$ cat config.mk
export PLATFORM = sky130hd
export DESIGN_NAME = lt24_layer_streamer
export DESIGN_NICKNAME = d
export VERILOG_FILES = /design/src/rtl/lt24_pkg.sv /design/src/rtl/lt24_wr_strobe.sv /design/src/rtl/lt24_layer_streamer.sv
export SDC_FILE = /design/constraint.sdc
export NUM_CORES = 1
export LEC_CHECK = 0
export ABC_CLOCK_PERIOD_IN_PS = 5300
export CORE_MARGIN = 1.5
export CORE_UTILIZATION = 25
export CTS_CLUSTER_DIAMETER = 120
export DETAILED_ROUTE_END_ITERATION = 10
export PLACE_DENSITY = 0.48
export SETUP_SLACK_MARGIN = 0.05
export SLEW_MARGIN = 20
export SYNTH_ARGS = -nofsm -noshare
export SYNTH_HDL_FRONTEND = slang
export SYNTH_HIERARCHICAL = 1
export SYNTH_SLANG_ARGS = --single-unit
$ cat constraint.sdc
create_clock -name clk -period 5.3 [get_ports clk]
set_input_delay 0.53 -clock clk [delete_from_list [all_inputs] [get_ports clk]]
set_output_delay 0.53 -clock clk [all_outputs]
set_load 0.1 [all_outputs]
$ cat src/rtl/lt24_pkg.sv
// lt24_pkg: shared states, types and constants for the LT24 layer streamer
package lt24_pkg;
    typedef enum logic [2:0] {IDLE, CMD, FETCH, WAIT, STROBE, DONE} state_e;
    typedef logic [15:0] rgb565_t;
    localparam rgb565_t LT24_CMD_MEMWR = 16'h002C;
    localparam rgb565_t KEY_COLOR_DEF = 16'hF81F;
    localparam int H_RES_DEF = 240;
    localparam int V_RES_DEF = 320;
endpackage

$ cat src/rtl/lt24_wr_strobe.sv
// lt24_wr_strobe: one WR_N write cycle (WR_LO low, WR_HI high) per start pulse
module lt24_wr_strobe #(
    parameter int WR_LO = 2,
    parameter int WR_HI = 2
) (
    input  logic clk,
    input  logic rst_n,
    input  logic start_i,
    output logic wr_n_o,
    output logic done_o
);
    localparam int CW = $clog2(WR_LO + WR_HI + 1);
    logic [CW-1:0] cnt_q, cnt_d;
    logic act_q, act_d, wr_n_q, wr_n_d;
    assign done_o = act_q && (cnt_q == CW'(WR_LO + WR_HI - 1));
    assign wr_n_o = wr_n_q;
    always_comb begin
        act_d  = start_i || (act_q && !done_o);
        cnt_d  = start_i ? '0 : (act_q && !done_o) ? cnt_q + CW'(1) : cnt_q;
        wr_n_d = !(act_d && cnt_d < CW'(WR_LO));
    end
    always_ff @(posedge clk or negedge rst_n) begin
        if (!rst_n) begin
            act_q  <= 1'b0;
            cnt_q  <= '0;
            wr_n_q <= 1'b1;
        end else begin
            act_q  <= act_d;
            cnt_q  <= cnt_d;
            wr_n_q <= wr_n_d;
        end
    end
endmodule

$ cat src/rtl/lt24_layer_streamer.sv
// lt24_layer_streamer: composites background + keyed sprite layers and streams a frame to the LT24 bus
module lt24_layer_streamer
    import lt24_pkg::*;
#(
    parameter int      H_RES     = H_RES_DEF,
    parameter int      V_RES     = V_RES_DEF,
    parameter int      BG_SHIFT  = 2,
    parameter int      BG_AW     = 13,
    parameter int      NSPR      = 2,
    parameter int      SPR_WL2   = 6,
    parameter int      SPR_HL2   = 6,
    parameter rgb565_t KEY_COLOR = KEY_COLOR_DEF,
    parameter int      WR_LO     = 2,
    parameter int      WR_HI     = 2
) (
    input  logic                              clk,
    input  logic                              rst_n,
    input  logic                              frame_req,
    output logic                              busy,
    output logic                              frame_done,
    input  logic [NSPR*9-1:0]                 spr_x,
    input  logic [NSPR*9-1:0]                 spr_y,
    input  logic [NSPR-1:0]                   spr_en,
    output logic [BG_AW-1:0]                  bg_addr,
    output logic                              bg_rd,
    input  logic [15:0]                       bg_rdata,
    output logic [NSPR*(SPR_WL2+SPR_HL2)-1:0] spr_addr,
    output logic [NSPR-1:0]                   spr_rd,
    input  logic [NSPR*16-1:0]                spr_rdata,
    output logic                              lcd_cs_n,
    output logic                              lcd_rs,
    output logic                              lcd_wr_n,
    output logic                              lcd_rd_n,
    output logic [15:0]                       lcd_d
);
    localparam int XW  = $clog2(H_RES);
    localparam int YW  = $clog2(V_RES);
    localparam int SAW = SPR_WL2 + SPR_HL2;
    state_e state_q, state_d;
    logic req_q, pend_q, accept, rise, fetch, last_x, last;
    logic [XW-1:0] x_q, x_d;
    logic [YW-1:0] y_q, y_d;
    logic [NSPR*9-1:0] sx_q, sy_q;
    logic [NSPR-1:0] en_q, hit, hit_q;
    logic rs_q, rs_d, done_q, wr_start, wr_done;
    rgb565_t d_q, d_d, pix;
    assign rise     = frame_req && !req_q;
    assign accept   = (state_q == IDLE) && pend_q;
    assign fetch    = (state_q == FETCH);
    assign last_x   = (x_q == XW'(H_RES - 1));
    assign last     = last_x && (y_q == YW'(V_RES - 1));
    assign busy     = (state_q inside {CMD, FETCH, WAIT, STROBE}) || accept;
    assign lcd_cs_n = !(state_q inside {CMD, FETCH, WAIT, STROBE});
    assign lcd_rd_n = 1'b1;
    assign lcd_rs   = rs_q;
    assign lcd_d    = d_q;
    assign frame_done = done_q;
    assign bg_rd    = fetch;
    assign spr_rd   = {NSPR{fetch}};
    assign bg_addr  = fetch ? BG_AW'(y_q >> BG_SHIFT) * BG_AW'(H_RES >> BG_SHIFT) + BG_AW'(x_q >> BG_SHIFT) : '0;
    // 10-bit offsets so sprites hanging past the screen edge clip instead of wrapping
    for (genvar i = 0; i < NSPR; i++) begin : g_spr
        logic [9:0] dx, dy;
        assign dx = 10'(x_q) - 10'(sx_q[9*i +: 9]);
        assign dy = 10'(y_q) - 10'(sy_q[9*i +: 9]);
        assign hit[i] = en_q[i] && 10'(x_q) >= 10'(sx_q[9*i +: 9]) && dx < 10'(1 << SPR_WL2)
                      && 10'(y_q) >= 10'(sy_q[9*i +: 9]) && dy < 10'(1 << SPR_HL2);
        assign spr_addr[SAW*i +: SAW] = (fetch && hit[i]) ? {dy[SPR_HL2-1:0], dx[SPR_WL2-1:0]} : '0;
    end
    always_comb begin
        pix = bg_rdata;
        for (int i = 0; i < NSPR; i++)
            if (hit_q[i] && spr_rdata[16*i +: 16] != KEY_COLOR) pix = spr_rdata[16*i +: 16];
    end
    lt24_wr_strobe #(.WR_LO(WR_LO), .WR_HI(WR_HI)) u_wr (
        .clk(clk), .rst_n(rst_n), .start_i(wr_start), .wr_n_o(lcd_wr_n), .done_o(wr_done)
    );
    always_comb begin
        state_d  = state_q;
        x_d      = x_q;
        y_d      = y_q;
        rs_d     = rs_q;
        d_d      = d_q;
        wr_start = 1'b0;
        case (state_q)
            IDLE: if (pend_q) begin
                state_d  = CMD;
                wr_start = 1'b1;
                rs_d     = 1'b0;
                d_d      = LT24_CMD_MEMWR;
                x_d      = '0;
                y_d      = '0;
            end
            CMD:   state_d = wr_done ? FETCH : CMD;
            FETCH: state_d = WAIT;
            WAIT: begin
                state_d  = STROBE;
                wr_start = 1'b1;
                rs_d     = 1'b1;
                d_d      = pix;
            end
            STROBE: if (wr_done) begin
                state_d = last ? DONE : FETCH;
                x_d     = last_x ? '0 : x_q + XW'(1);
                y_d     = last ? '0 : last_x ? y_q + YW'(1) : y_q;
            end
            DONE:    state_d = IDLE;
            default: state_d = IDLE;
        endcase
    end
    always_ff @(posedge clk or negedge rst_n) begin
        if (!rst_n) begin
            state_q <= IDLE;
            req_q   <= 1'b0;
            pend_q  <= 1'b0;
            x_q     <= '0;
            y_q     <= '0;
            sx_q    <= '0;
            sy_q    <= '0;
            en_q    <= '0;
            hit_q   <= '0;
            rs_q    <= 1'b1;
            d_q     <= '0;
            done_q  <= 1'b0;
        end else begin
            state_q <= state_d;
            req_q   <= frame_req;
            pend_q  <= rise || (pend_q && !accept);
            x_q     <= x_d;
            y_q     <= y_d;
            rs_q    <= rs_d;
            d_q     <= d_d;
            done_q  <= (state_q == DONE);
            if (accept) begin
                sx_q <= spr_x;
                sy_q <= spr_y;
                en_q <= spr_en;
            end
            if (fetch) hit_q <= hit;
        end
    end
endmodule
Fig. 1: metal layers overlaid
Scale bar: 50 um.
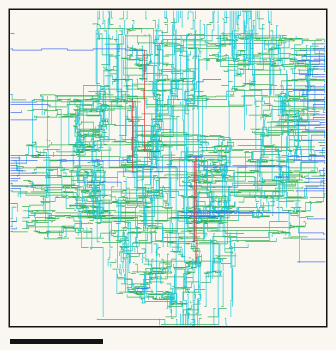
| colour | layer | wire length |
|---|---|---|
| green | M1 | 10200 um |
| red | M4 | 192 um |
| cyan | M2 | 9310 um |
| blue | M3 | 1140 um |

==> Changelog: implementation <==
### Implementation results

* Period utilization at between 90% and 100%
* Layout area overhead at 30.8%
* Fmax at around 210 MHz
* Crit path capture: bg_addr[12]
* # Cells Yosys at a little over 800
* Total power at roughly 1.6 mW
* Top pwr grp: registers
* Placed Area at ~8800 sq um
* Clock Skews at about 8.5 ps
* Non-clock inverters at 76
* Post-Route WL at about 21000 um
* Flop count at between 80 and 90
* Met3 WL at between 1000 and 1500 um
* Comb area share at about half
* DR vias at 6142
* CP max FO at 7
* Reg-to-reg critical path startpoint: y_q[0]$_DFFE_PN0P_
* NonClk Buf Share at ~16%
* Pwr dens at 176 nW/um^2
* N_taps at between 300 and 400
* Crit path capture type: output port
* Clock buf count at 12
* Drt drc at 0
* Slowest-stage cell, CP: fa_1
* Outcome: finished clean
* TritonCTS buffer count at 9
* Die ar. at approximately 29000 sq um
* Seq/total area at a little under a quarter
* Combinational power at roughly 0.26 mW
* MI comb cells at between 600 and 700
* XORs/XNORs by Area at under 10%
* Later-pin clock latency in the skew report at 350 ps
* Gpl congestion at around 0.83
* Drt wl/cell at about 16 um
* Number of filler cells placed in the layout at roughly 2900
* # Max-Cap Violations at 0
* Post-synthesis cell area at slightly below 7000 sq um
* Hold Vio Cnt, Final at 0
* Max-slew headroom at 27.1%
* Clk tree area frac at 3.25%
* Leakage at between 4 and 5 nW
* GR met3 Demand/Resource at between 3 and 4%
* Switching Share at approximately 27%
* Setup crit start kind: flip-flop
* Top cell area share at 30.0%
* Mux area share at 2.80%
* CP Data Required Time at 4770 ps
* # rows at ~60
* RSZ-0062 raised after global routing: no
* Final hold slack at 174 ps
* Top non-seq family: simple AND/OR/NAND/NOR gates
* Remaining Overflow, GRT at 0
* Final design utilization at 33.4%
* Share of cells above drive strength 1 at approximately 9%
* Synth Seq Share at between 30% and 40%
* Post-synth top area cell: dfrtp_1
* Most frequent logic cell in the layout: clkdlybuf4s50_1
* Final ANT Viol Nets at 0
* Ys async rst share at 100%
* Antenna violations before repair at 0
* Worst EP arrival at between 4000 and 5000 ps
* Reg2reg end: hit_q[0]$_DFFE_PN0P_
* Post-synth regs at between 80 and 90
* Worst setup path startpoint: y_q[2]$_DFFE_PN0P_
* Worst r2r path cells at 10
* Bufs w/o clock at ~160
* Distinct cells, synth at between 70 and 80
* Pre-CTS setup slack at ~830 ps
* Sink Count at around 85
Fig. 2: layout detail
Scale bar: 5 um. Region (75, 109) to (95, 129) um. Cells in grey, sequential cells in the stronger grey; small squares are vias.
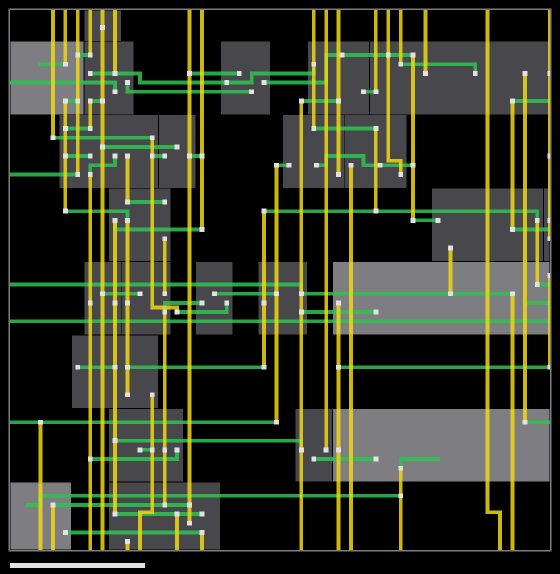
| colour | layer |
|---|---|
| green | M1 |
| yellow | M2 |
sequential cells in the window: 2
most frequent: nand2_1 (4), and3_1 (3), o21ai_0 (3)
netlist names of flops here include: `state_q` (2)
cells with their middle in the window: 20

Power is estimated from default activity; no workload was simulated.
